## config.mk

```make
export PLATFORM = sky130hd
export DESIGN_NAME = trap_sequencer
export DESIGN_NICKNAME = d
export VERILOG_FILES = /design/src/rtl/trap_sequencer.sv
export SDC_FILE = /design/constraint.sdc
export NUM_CORES = 1
export LEC_CHECK = 0
export CORE_AREA = 2 2 334 336
export CTS_BUF_LIST = sky130_fd_sc_hd__clkbuf_8
export CTS_CLUSTER_SIZE = 8
export DETAILED_ROUTE_END_ITERATION = 8
export DIE_AREA = 0 0 336 338
export GPL_ROUTABILITY_DRIVEN = 0
export SLEW_MARGIN = 20
export SYNTH_ARGS = -nofsm -noshare
export SYNTH_HDL_FRONTEND = slang
export SYNTH_SLANG_ARGS = --single-unit
```

## constraint.sdc

```tcl
create_clock -name clk_i -period 1.7 [get_ports clk_i]
set_input_delay 0.255 -clock clk_i [delete_from_list [all_inputs] [get_ports clk_i]]
set_output_delay 0.255 -clock clk_i [all_outputs]
set_load 0.03 [all_outputs]
```

## src/rtl/trap_sequencer.sv

```systemverilog
`default_nettype none
// +----------------------------------------------------------------------------+
// | Module  : trap_sequencer                                                   |
// | Brief   : Sequences trap entry / xRET side effects: flush, CSR strobes,    |
// |           privilege transfer and front-end redirect.                       |
// |           Optional vectored interrupt targets: define TRAP_VECTORED_EN.    |
// | Revision: 1.0                                                              |
// +----------------------------------------------------------------------------+

`ifndef XLEN
`define XLEN 64
`endif

module trap_sequencer #(
  parameter logic [1:0] RESET_PRIV = 2'b11
) (
  input  logic               clk_i,
  input  logic               srst_i,
  input  logic               req_valid,
  output logic               req_ready,
  input  logic               trap_m,
  input  logic               trap_s,
  input  logic               trap_async,
  input  logic [`XLEN-1:0]   trap_cause,
  input  logic [`XLEN-1:0]   trap_pc,
  input  logic [`XLEN-1:0]   trap_tval,
  input  logic               mret,
  input  logic               sret,
  input  logic [`XLEN-1:0]   csr_mtvec,
  input  logic [`XLEN-1:0]   csr_stvec,
  input  logic [`XLEN-1:0]   csr_mepc,
  input  logic [`XLEN-1:0]   csr_sepc,
  input  logic [`XLEN-1:0]   csr_mstatus,
  output logic               flush_req,
  input  logic               flush_ack,
  output logic               csr_we_m,
  output logic               csr_we_s,
  output logic [`XLEN-1:0]   csr_epc_wdata,
  output logic [`XLEN-1:0]   csr_cause_wdata,
  output logic [`XLEN-1:0]   csr_tval_wdata,
  output logic               mstatus_we,
  output logic [`XLEN-1:0]   mstatus_wdata,
  output logic [1:0]         priv_o,
  output logic               redirect_valid,
  output logic [`XLEN-1:0]   redirect_pc,
  input  logic               redirect_ready
);

  localparam int c_xlen = `XLEN;

  localparam logic [1:0] c_st_idle     = 2'd0;
  localparam logic [1:0] c_st_flush    = 2'd1;
  localparam logic [1:0] c_st_update   = 2'd2;
  localparam logic [1:0] c_st_redirect = 2'd3;

  localparam logic [1:0] c_ev_trap_m = 2'd0;
  localparam logic [1:0] c_ev_trap_s = 2'd1;
  localparam logic [1:0] c_ev_mret   = 2'd2;
  localparam logic [1:0] c_ev_sret   = 2'd3;

  localparam logic [1:0] c_priv_u = 2'b00;
  localparam logic [1:0] c_priv_s = 2'b01;
  localparam logic [1:0] c_priv_m = 2'b11;

  // mstatus field positions
  localparam int c_sie    = 1;
  localparam int c_mie    = 3;
  localparam int c_spie   = 5;
  localparam int c_mpie   = 7;
  localparam int c_spp    = 8;
  localparam int c_mpp_lo = 11;
  localparam int c_mprv   = 17;

  logic [1:0]        r_state;
  logic [1:0]        r_priv;
  logic [1:0]        r_kind;
  logic              r_async;
  logic [c_xlen-2:0] r_cause;
  logic [c_xlen-1:1] r_pc;
  logic [c_xlen-1:0] r_tval;
  logic [c_xlen-1:0] r_tvec;
  logic [c_xlen-1:0] r_xepc;
  logic [c_xlen-1:0] r_mstatus;

  logic              w_event;
  logic [1:0]        w_kind;
  logic              w_in_update;
  logic              w_is_trap;
  logic [c_xlen-1:0] w_new_mstatus;
  logic [1:0]        w_new_priv;
  logic [c_xlen-1:0] w_tvec_base;
  logic [c_xlen-1:0] w_trap_target;
  logic [c_xlen-1:0] w_redirect_target;
  logic              w_unused;

  assign req_ready = (r_state == c_st_idle);
  assign w_event   = req_valid & req_ready & (trap_m | trap_s | mret | sret);

  always_comb begin
    w_kind = c_ev_sret;
    if (trap_m)      w_kind = c_ev_trap_m;
    else if (trap_s) w_kind = c_ev_trap_s;
    else if (mret)   w_kind = c_ev_mret;
  end

  // Only the vector base and return address relevant to the winning event are kept.
  always_ff @(posedge clk_i) begin
    if (srst_i) begin
      r_state   <= c_st_idle;
      r_priv    <= RESET_PRIV;
      r_kind    <= c_ev_trap_m;
      r_async   <= 1'b0;
      r_cause   <= '0;
      r_pc      <= '0;
      r_tval    <= '0;
      r_tvec    <= '0;
      r_xepc    <= '0;
      r_mstatus <= '0;
    end else begin
      case (r_state)
        c_st_idle: begin
          if (w_event) begin
            r_state   <= c_st_flush;
            r_kind    <= w_kind;
            r_async   <= trap_async;
            r_cause   <= trap_cause[c_xlen-2:0];
            r_pc      <= trap_pc[c_xlen-1:1];
            r_tval    <= trap_tval;
            r_tvec    <= trap_m ? csr_mtvec : csr_stvec;
            r_xepc    <= (w_kind == c_ev_mret) ? csr_mepc : csr_sepc;
            r_mstatus <= csr_mstatus;
          end
        end
        c_st_flush: begin
          if (flush_ack) r_state <= c_st_update;
        end
        c_st_update: begin
          r_state <= c_st_redirect;
          r_priv  <= w_new_priv;
        end
        c_st_redirect: begin
          if (redirect_ready) r_state <= c_st_idle;
        end
        default: r_state <= c_st_idle;
      endcase
    end
  end

  always_comb begin
    w_new_mstatus = r_mstatus;
    w_new_priv    = r_priv;
    case (r_kind)
      c_ev_trap_m: begin
        w_new_mstatus[c_mpie]         = r_mstatus[c_mie];
        w_new_mstatus[c_mie]          = 1'b0;
        w_new_mstatus[c_mpp_lo +: 2]  = r_priv;
        w_new_priv                    = c_priv_m;
      end
      c_ev_trap_s: begin
        w_new_mstatus[c_spie]         = r_mstatus[c_sie];
        w_new_mstatus[c_sie]          = 1'b0;
        w_new_mstatus[c_spp]          = r_priv[0];
        w_new_priv                    = c_priv_s;
      end
      c_ev_mret: begin
        w_new_mstatus[c_mie]          = r_mstatus[c_mpie];
        w_new_mstatus[c_mpie]         = 1'b1;
        w_new_mstatus[c_mpp_lo +: 2]  = c_priv_u;
        if (r_mstatus[c_mpp_lo +: 2] != c_priv_m) w_new_mstatus[c_mprv] = 1'b0;
        w_new_priv                    = r_mstatus[c_mpp_lo +: 2];
      end
      default: begin
        w_new_mstatus[c_sie]          = r_mstatus[c_spie];
        w_new_mstatus[c_spie]         = 1'b1;
        w_new_mstatus[c_spp]          = 1'b0;
        w_new_priv                    = {1'b0, r_mstatus[c_spp]};
      end
    endcase
  end

  assign w_tvec_base = {r_tvec[c_xlen-1:2], 2'b00};

`ifdef TRAP_VECTORED_EN
  logic [c_xlen-1:0] w_vec_offset;
  // cause << 2, truncated to XLEN so the target wraps
  assign w_vec_offset  = {r_cause[c_xlen-3:0], 2'b00};
  assign w_trap_target = (r_async && (r_tvec[1:0] == 2'b01)) ? (w_tvec_base + w_vec_offset)
                                                             : w_tvec_base;
  assign w_unused      = ^{trap_cause[c_xlen-1], trap_pc[0]};
`else
  assign w_trap_target = w_tvec_base;
  assign w_unused      = ^{trap_cause[c_xlen-1], trap_pc[0], r_tvec[1:0]};
`endif

  assign w_in_update       = (r_state == c_st_update);
  assign w_is_trap         = (r_kind == c_ev_trap_m) || (r_kind == c_ev_trap_s);
  assign w_redirect_target = w_is_trap ? w_trap_target : r_xepc;

  assign flush_req       = (r_state == c_st_flush);
  assign csr_we_m        = w_in_update && (r_kind == c_ev_trap_m);
  assign csr_we_s        = w_in_update && (r_kind == c_ev_trap_s);
  assign csr_epc_wdata   = (w_in_update && w_is_trap) ? {r_pc, 1'b0} : '0;
  assign csr_cause_wdata = (w_in_update && w_is_trap) ? {r_async, r_cause} : '0;
  assign csr_tval_wdata  = (w_in_update && w_is_trap && !r_async) ? r_tval : '0;
  assign mstatus_we      = w_in_update;
  assign mstatus_wdata   = w_in_update ? w_new_mstatus : '0;
  assign priv_o          = r_priv;
  assign redirect_valid  = (r_state == c_st_redirect);
  assign redirect_pc     = redirect_valid ? w_redirect_target : '0;

endmodule

`default_nettype wire

```

**M2 wires**

Drawn at 1 px/um.
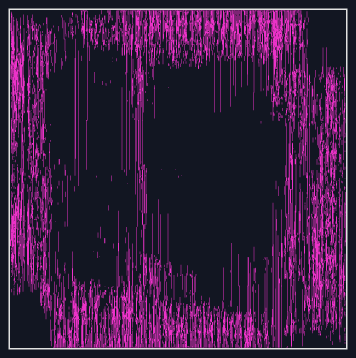
wire length on this layer	45.0 mm
main direction	vertical
share of all routed wire	49%
nets with wire on the layer	3044
longest straight run	161 um
GR Util met2: 0.2642
wire length after detailed routing: 90940 um
via count: 19960

**The clock network**

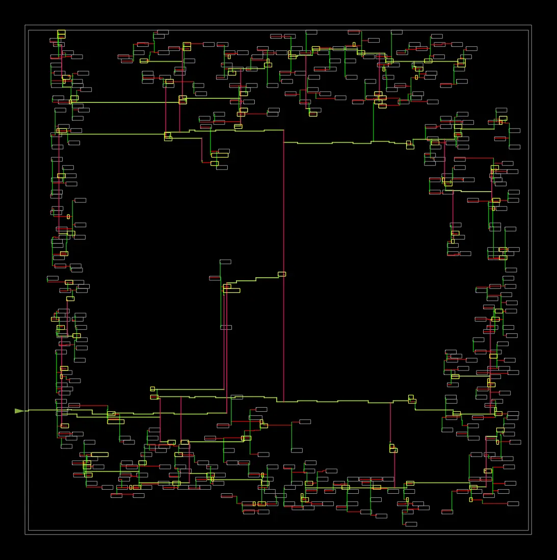
clock latency of the later-clocked register in the worst-skew pair: 680 ps
total clock buffers created by CTS: 74

**Supply network**

Drawn at 1 px/um. Pins as bars on the die edge.
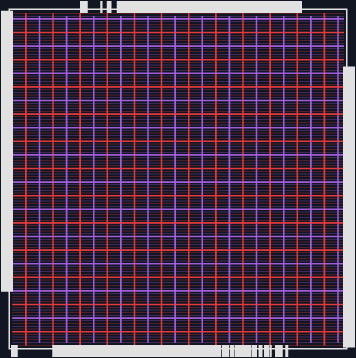
colour	net
purple	VDD
red	VSS
signal pins	850
rows	122
met5 straps	24
met1 rails	123
maximum VDD drop: 0.0005382 V
area of the core region: 110100 um^2
die x size: 336 um
Die Span Y: 338 um

**Register map, names as in the netlist**

Drawn at 1 px/um.
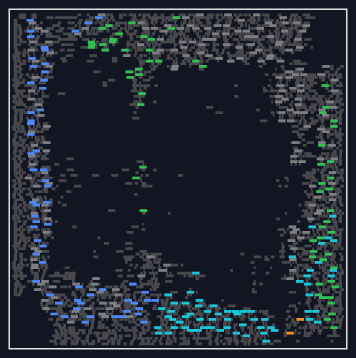
colour	netlist name	sequential cells
green	r_cause	63
blue	r_tvec	62
cyan	r_mstatus	64
orange	priv_o	2
not coloured	196
power attributed to sequential cells: 12.4 mW
Finished Core Util: 0.3013
Sequential Area: 7754 um^2
register share of the cell area: 0.2338

**Local utilization**

Drawn at 1 px/um. The die is cut into 34 by 34 equal tiles; black is low, pale yellow is high, 0 to 100% covered.
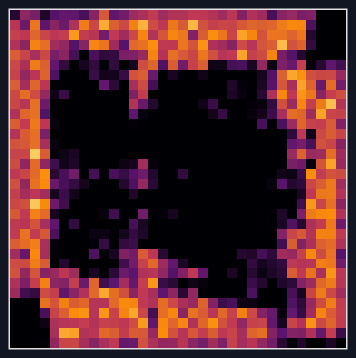
emptiest ninth of the die	middle
fullest tile	89%
mean over tiles	28%
tiles over 75% full	2.9%
nearly empty tiles	36%
starting utilization of the core area: 0.1696

==> notes.md <==
This note records the results obtained with Yosys and OpenROAD.

Logic synthesis
The sequential-to-total area share from yosys stat is 0.4150. The top-area cell type share of the netlist area is 0.4150. The stat command in Yosys gives a chip area of 18670 um^2. The post-synthesis share of cell area spent on and-or and or-and gates is 0.2317.

The cell-mix breakdown from Yosys lists the XOR/XNOR area share as 0. At floorplan, the net count of the design was reported as 2755. In the post-synthesis netlist, the biggest area contributors are sky130_fd_sc_hd__dfxtp_1, sky130_fd_sc_hd__a21oi_1, sky130_fd_sc_hd__mux2i_1. Summed over all instances, the cell type with the most area after synthesis is sky130_fd_sc_hd__dfxtp_1. The number of enable flip-flop cells is 0. In the synthesized netlist the async set-or-reset flop fraction comes to 0. Summing all multiplexer cells gives an area fraction of 0.1019.

The average instance area after synthesis is 8.374 um^2. The arithmetic-cell share of the synthesized area counting full adders, half adders and majority gates is 0.002681. In this run, the synthesized area fraction spent on and/or/nand/nor cells is recorded as 0.1859.

Die
The floorplan report lists the tap cell count as 1488. In this run the full chip footprint comes out at 113600 um^2.

Worst setup path
The endpoint identified for the worst register-to-register timing path is r_xepc[56]. The cell family contributing the most delay on the critical path is buffers and inverters. The register-to-register path setup slack is -130 ps. The number of cells on the critical path is 8. STA puts the critical path data required time at 1440 ps.

The largest fanout on the critical path is 20. The timing report shows the most common cell along the critical path to be sky130_fd_sc_hd__buf_12. The script reports the combined buffer and inverter count of the critical path as 5. Data on the critical path arrives at its endpoint at 2260 ps. STA classifies the critical path endpoint as a primary output. For the worst flop-to-flop path, the logic depth is 8. The worst setup path endpoint is csr_cause_wdata[11].

Global routing
The global route total overflow is 0. The largest net degree at the start of global routing is 72. For this run, global-route usage on met1 was measured as 0.1744. The layer with the highest usage is met2.

Routing
The via count normalized by instance count is 4.307. The highest routed metal layer is met5. The routed metal-1 wire length is 35970 um. The total met2 wirelength after detailed routing is 44980 um.

Layout
Counting the fill cells in the layout gives 11610. According to the cell report, the number of logic gates is 1581. Per the layout area report, the combinational gate area comes to 10710 um^2.

For the completed layout, the total cell area is recorded as 33160 um^2. Non-clock buffers in the final layout number 1042. The layout has 88 clock buffers. The final layout report lists a non-clock inverter count of 3. The largest registers in the layout are r_mstatus: 64 flops, r_tval: 64 flops, r_xepc: 64 flops. The most common logic cells in the final layout are sky130_fd_sc_hd__clkdlybuf4s50_1, sky130_fd_sc_hd__a21oi_1, sky130_fd_sc_hd__dfxtp_1.

The area overhead of the layout relative to synthesis is 77.63%. The proportion of final cell area spent on non-clock buffers is 0.3413. For this run, the post-layout net count is 3615. The cell class ranked first by area is non-clock buffers. Leaving out fill and tap cells, the most frequent cell in the layout is sky130_fd_sc_hd__clkdlybuf4s50_1.

Power and ir drop
The power report attributes to the sequential group a share of 0.326. Clock network power for this build is 9.52 mW. In this run the power density over the cells is 1144 nW/um^2. For the combinational group, total power comes out at 16.1 mW. The switching power is 13.86 mW. The static leakage power is 12.41 nW. The share of total power dissipated in the clock network is 0.251. The switching portion of total power comes to 0.3652.

Per report_power, the top consumer among the power groups is combinational cells. After layout, the design draws a total of 37.95 mW.

Placed design
In the placement report, post-DP HPWL is listed as 69450 um. The instance count after placement with tap cells included is 4487. Per the detailed placement report, the placed cell area equals 31080 um^2.

Flow run
The stage logs contain a warning count of 38. The number of max-capacitance violations reported is 0.

Clock network
The clock root buffer is sky130_fd_sc_hd__clkbuf_8. TritonCTS built the clock tree. The total of hold buffers inserted after clock tree synthesis is 1.

Timing
The final number of setup-violating endpoints is 613. On the final layout, the worst clock skew is 27.91 ps. In the final report, the number of hold violations comes to 0.

The post-layout worst setup margin is -820.0 ps. The max-slew violation count is 0. The worst max-slew margin expressed relative to the limit is 0.6659. Per the timing report, the achievable frequency comes out to 396.8 MHz.

Hold path
The startpoint of the tightest hold check path is trap_m. The hold path endpoint is r_kind[0]. The worst hold-check path type is in2reg.

Status
The run finished, with violations left. The checks that failed: negative setup slack.
Power figures rest on the tool's default switching activity, not on a simulated workload.
